===== config.mk =====
export PLATFORM = sky130hd
export DESIGN_NAME = riscv_slave_ctrl
export DESIGN_NICKNAME = d
export VERILOG_FILES = /design/src/rtl/riscv_slave_pkg.sv /design/src/rtl/rr_arbiter2.sv /design/src/rtl/riscv_slave_ctrl.sv
export SDC_FILE = /design/constraint.sdc
export NUM_CORES = 1
export LEC_CHECK = 0
export CORE_MARGIN = 2
export CORE_UTILIZATION = 45
export DETAILED_ROUTE_END_ITERATION = 6
export GPL_TIMING_DRIVEN = 0
export HOLD_SLACK_MARGIN = 0.08
export MAX_ROUTING_LAYER = met4
export PLACE_DENSITY = 0.92
export SETUP_SLACK_MARGIN = 0.05
export SYNTH_ARGS = -nofsm -noshare
export SYNTH_HDL_FRONTEND = slang
export SYNTH_SLANG_ARGS = --single-unit

===== constraint.sdc =====
create_clock -name clk -period 2.2 [get_ports clk]
set_input_delay 0.44 -clock clk [delete_from_list [all_inputs] [get_ports clk]]
set_output_delay 0.44 -clock clk [all_outputs]
set_load 0.02 [all_outputs]

===== src/rtl/riscv_slave_pkg.sv =====
// Shared types for the RISC-V slave request controller.
package riscv_slave_pkg;

    localparam int NPORTS = 2;

    typedef enum logic [2:0] {
        IDLE,
        RD,
        RDW,
        WR,
        RESP
    } slave_ctrl_state_t;

endpackage


===== src/rtl/rr_arbiter2.sv =====
// Two-way round-robin arbiter; the pointer moves to the loser only on an accepted grant.
module rr_arbiter2
    import riscv_slave_pkg::*;
(
    input  logic              clk,
    input  logic              nrst,
    input  logic [NPORTS-1:0] valid,
    input  logic              advance,
    output logic [NPORTS-1:0] grant,
    output logic              ptr
);

    always_comb begin
        grant = valid;
        if (valid == 2'b11) begin
            grant = ptr ? 2'b10 : 2'b01;
        end
    end

    always_ff @(posedge clk or negedge nrst) begin
        if (!nrst) begin
            ptr <= 1'b0;
        end else if (advance) begin
            ptr <= ~grant[1];
        end
    end

endmodule


===== src/rtl/riscv_slave_ctrl.sv =====
// Two-port request controller for the slave register memory; partial-strobe
// writes are turned into a read-modify-write since the memory takes whole words only.
module riscv_slave_ctrl
    import riscv_slave_pkg::*;
#(
    parameter  int abits       = 4,
    parameter  int log2_dbytes = 3,
    localparam int dbytes      = 2 ** log2_dbytes,
    localparam int dbits       = 8 * dbytes
) (
    input  logic                          clk,
    input  logic                          nrst,
    input  logic [NPORTS-1:0]             i_req_valid,
    output logic [NPORTS-1:0]             o_req_ready,
    input  logic [NPORTS-1:0]             i_req_we,
    input  logic [NPORTS-1:0][abits-1:0]  i_req_addr,
    input  logic [NPORTS-1:0][dbytes-1:0] i_req_wstrb,
    input  logic [NPORTS-1:0][dbits-1:0]  i_req_wdata,
    output logic [NPORTS-1:0]             o_resp_valid,
    output logic [dbits-1:0]              o_resp_rdata,
    output logic [abits-1:0]              o_mem_addr,
    output logic                          o_mem_wena,
    output logic [dbits-1:0]              o_mem_wdata,
    input  logic [dbits-1:0]              i_mem_rdata
);

    slave_ctrl_state_t state;

    logic [NPORTS-1:0] grant;
    logic              arb_ptr;
    logic              accept;
    logic              gidx;
    logic              owner;
    logic              we;
    logic [dbytes-1:0] wstrb;
    logic [dbits-1:0]  wdata;
    logic [dbits-1:0]  merged;

    rr_arbiter2 u_arb (
        .clk     (clk),
        .nrst    (nrst),
        .valid   (i_req_valid),
        .advance (accept),
        .grant   (grant),
        .ptr     (arb_ptr)
    );

    assign o_req_ready = (state == IDLE) ? grant : '0;
    assign accept      = |o_req_ready;
    assign gidx        = grant[1];

    for (genvar k = 0; k < dbytes; k++) begin : g_merge
        assign merged[8*k +: 8] = wstrb[k] ? wdata[8*k +: 8] : i_mem_rdata[8*k +: 8];
    end

    // Full-strobe and zero-strobe writes skip the read phase; zero strobe keeps wena low.
    always_ff @(posedge clk or negedge nrst) begin
        if (!nrst) begin
            state        <= IDLE;
            owner        <= 1'b0;
            we           <= 1'b0;
            wstrb        <= '0;
            wdata        <= '0;
            o_resp_valid <= '0;
            o_resp_rdata <= '0;
            o_mem_addr   <= '0;
            o_mem_wena   <= 1'b0;
            o_mem_wdata  <= '0;
        end else begin
            case (state)
                IDLE: begin
                    if (accept) begin
                        owner      <= gidx;
                        we         <= i_req_we[gidx];
                        wstrb      <= i_req_wstrb[gidx];
                        wdata      <= i_req_wdata[gidx];
                        o_mem_addr <= i_req_addr[gidx];
                        if (i_req_we[gidx] && ((&i_req_wstrb[gidx]) || !(|i_req_wstrb[gidx]))) begin
                            o_mem_wdata <= i_req_wdata[gidx];
                            o_mem_wena  <= |i_req_wstrb[gidx];
                            state       <= WR;
                        end else begin
                            state <= RD;
                        end
                    end
                end
                RD: begin
                    state <= RDW;
                end
                RDW: begin
                    if (we) begin
                        o_mem_wdata <= merged;
                        o_mem_wena  <= 1'b1;
                        state       <= WR;
                    end else begin
                        o_resp_rdata        <= i_mem_rdata;
                        o_resp_valid[owner] <= 1'b1;
                        state               <= RESP;
                    end
                end
                WR: begin
                    o_mem_wena          <= 1'b0;
                    o_resp_rdata        <= '0;
                    o_resp_valid[owner] <= 1'b1;
                    state               <= RESP;
                end
                RESP: begin
                    o_resp_valid <= '0;
                    o_resp_rdata <= '0;
                    state        <= IDLE;
                end
                default: begin
                    state <= IDLE;
                end
            endcase
        end
    end

    // The arbiter pointer must always point away from the port just granted.
    ptr_follows_grant: assert property (
        @(posedge clk) disable iff (!nrst) accept |=> (arb_ptr == ~$past(gidx))
    );

endmodule

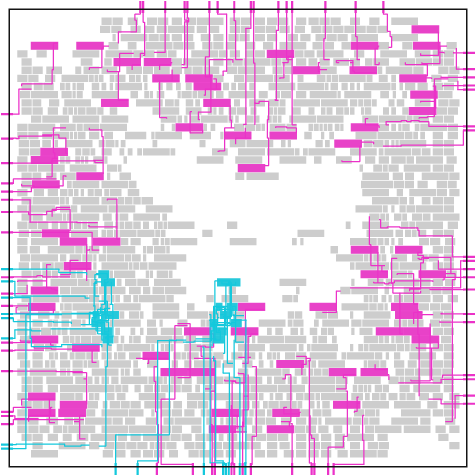
(nets reached from selected ports)
Scale: 3 px per µm.
- cyan: `i_req_wstrb` (bits 16; direction input; edge 8 left, 8 bottom; end cells 16; buffers 16; wire 1100 µm)
- magenta: `o_mem_wdata` (bits 64; direction output; edge 18 right, 17 left, 16 top, 13 bottom; end cells 64; buffers 64; wire 2630 µm)
port bufs: 358
Ports: 359

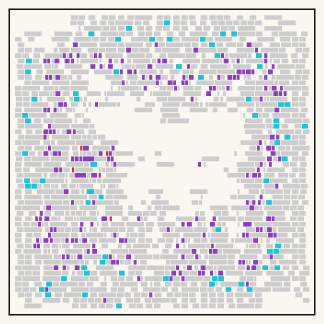
(gate families picked out)
Scale: 2 px per µm.
- red: inv cells (cells 5)
- purple: aoi and oai cells (cells 219; where spread over the die)
- cyan: non-inverting ao/oa cells (cells 68; where spread over the die)

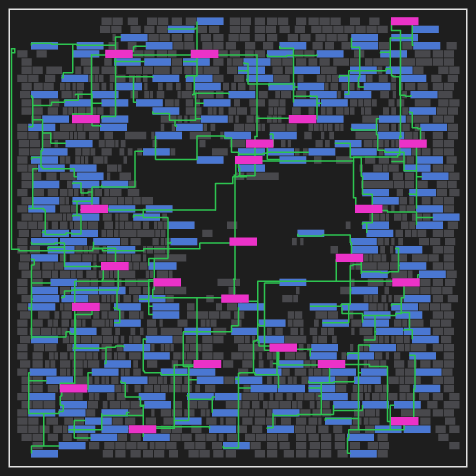
(routed clock nets over the placement)
Scale: 3 px per µm.
- green: clock wires (length 2790 µm)
- blue: flip-flops (count 213)
- magenta: clock-net drivers (count 23)
- flops lie: spread over the die
Clock Skew: 0.00952 ns
clk latency late pin: 0.51 ns

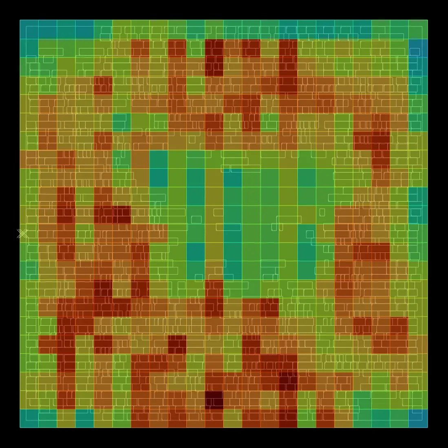
(routing congestion)
busiest grt layer: met2
WL/cell: 22.2 µm
met2 usage: 0.495
fin util: 0.700
met3 usage: 0.0679

==> results.sh <==
# yosys + openroad results
export IMPL_top_area_frac=0.541
export IMPL_synth_cells=885
export IMPL_clockRootBuffer="clkbuf_16"
export IMPL_max_slew_margin=0.479
export IMPL_setup_viol=0
export IMPL_drc=3
export IMPL_seq_power_share=0.301
export IMPL_post_place_ws_ns=-1.38
export IMPL_die_area_um2=23100
export IMPL_clk_pin_slew_ns=0.06
export IMPL_drv_cap=0
export IMPL_grt_pass1_vias=9638
export IMPL_r2r_slack_ns=0.09
export IMPL_vias=9213
export IMPL_largest_area_cell="dfrtp_1"
export IMPL_ys_warn_count=0
export IMPL_comb_power_share=0.533
export IMPL_path_class="reg -> out"
export IMPL_adder_share=0
export IMPL_ys_seq_frac=0.541
export IMPL_p_int_w=0.0146
export IMPL_end_kind="output port"
export IMPL_fp_util=0.454
export IMPL_final_cell_area_um2=15200
export IMPL_placed_area_um2=13800
export IMPL_xor_area_frac=0
export IMPL_edf_count=0
export IMPL_route_antenna_remaining_nets=0
export IMPL_fp_nets=1107
export IMPL_status="finished with violations"
export IMPL_dp_cells=1524
export IMPL_violations="DRC"
export IMPL_regArea_um2=5330
export IMPL_die_height_um=152
export IMPL_wl_met1_um=13700
export IMPL_fin_tns_setup_ns=0
export IMPL_combinationalPower_w=0.0129
export IMPL_dr_pass1_iters=7
export IMPL_synth_main_ff_cell="dfrtp_1"
export IMPL_fillers=1522
-- worst max-delay path by stage --
stage	end	slack [ns]	cells past startpoint
floorplan	o_mem_wdata[14]	0.32	9
global placement	o_mem_wdata[20]	-8.15	1
detailed placement	wdata[0]	-1.38	5
CTS	o_req_ready[1]	-0.04	3
global route	o_req_ready[0]	-0.05	4
finish	o_req_ready[0]	0.03	4
-- worst max-delay path, stage by stage, from the launching register on --
cell and delay [ns]:
dfrtp_1 0.41, buf_6 0.16, nor3_4 0.27, and3_4 0.25
buf_6 0.13
-- area by class of cell --
type | count | area share
flip-flops and latches | 213 | 0.351
multi-input cells | 600 | 0.294
repair buffers | 378 | 0.250
clock buffers | 33 | 0.0437
plain buffers | 66 | 0.0297
well taps | 280 | 0.0231
clock inverters | 7 | 0.00750
inverters | 5 | 0.00124
diodes | 2 | 0.000329
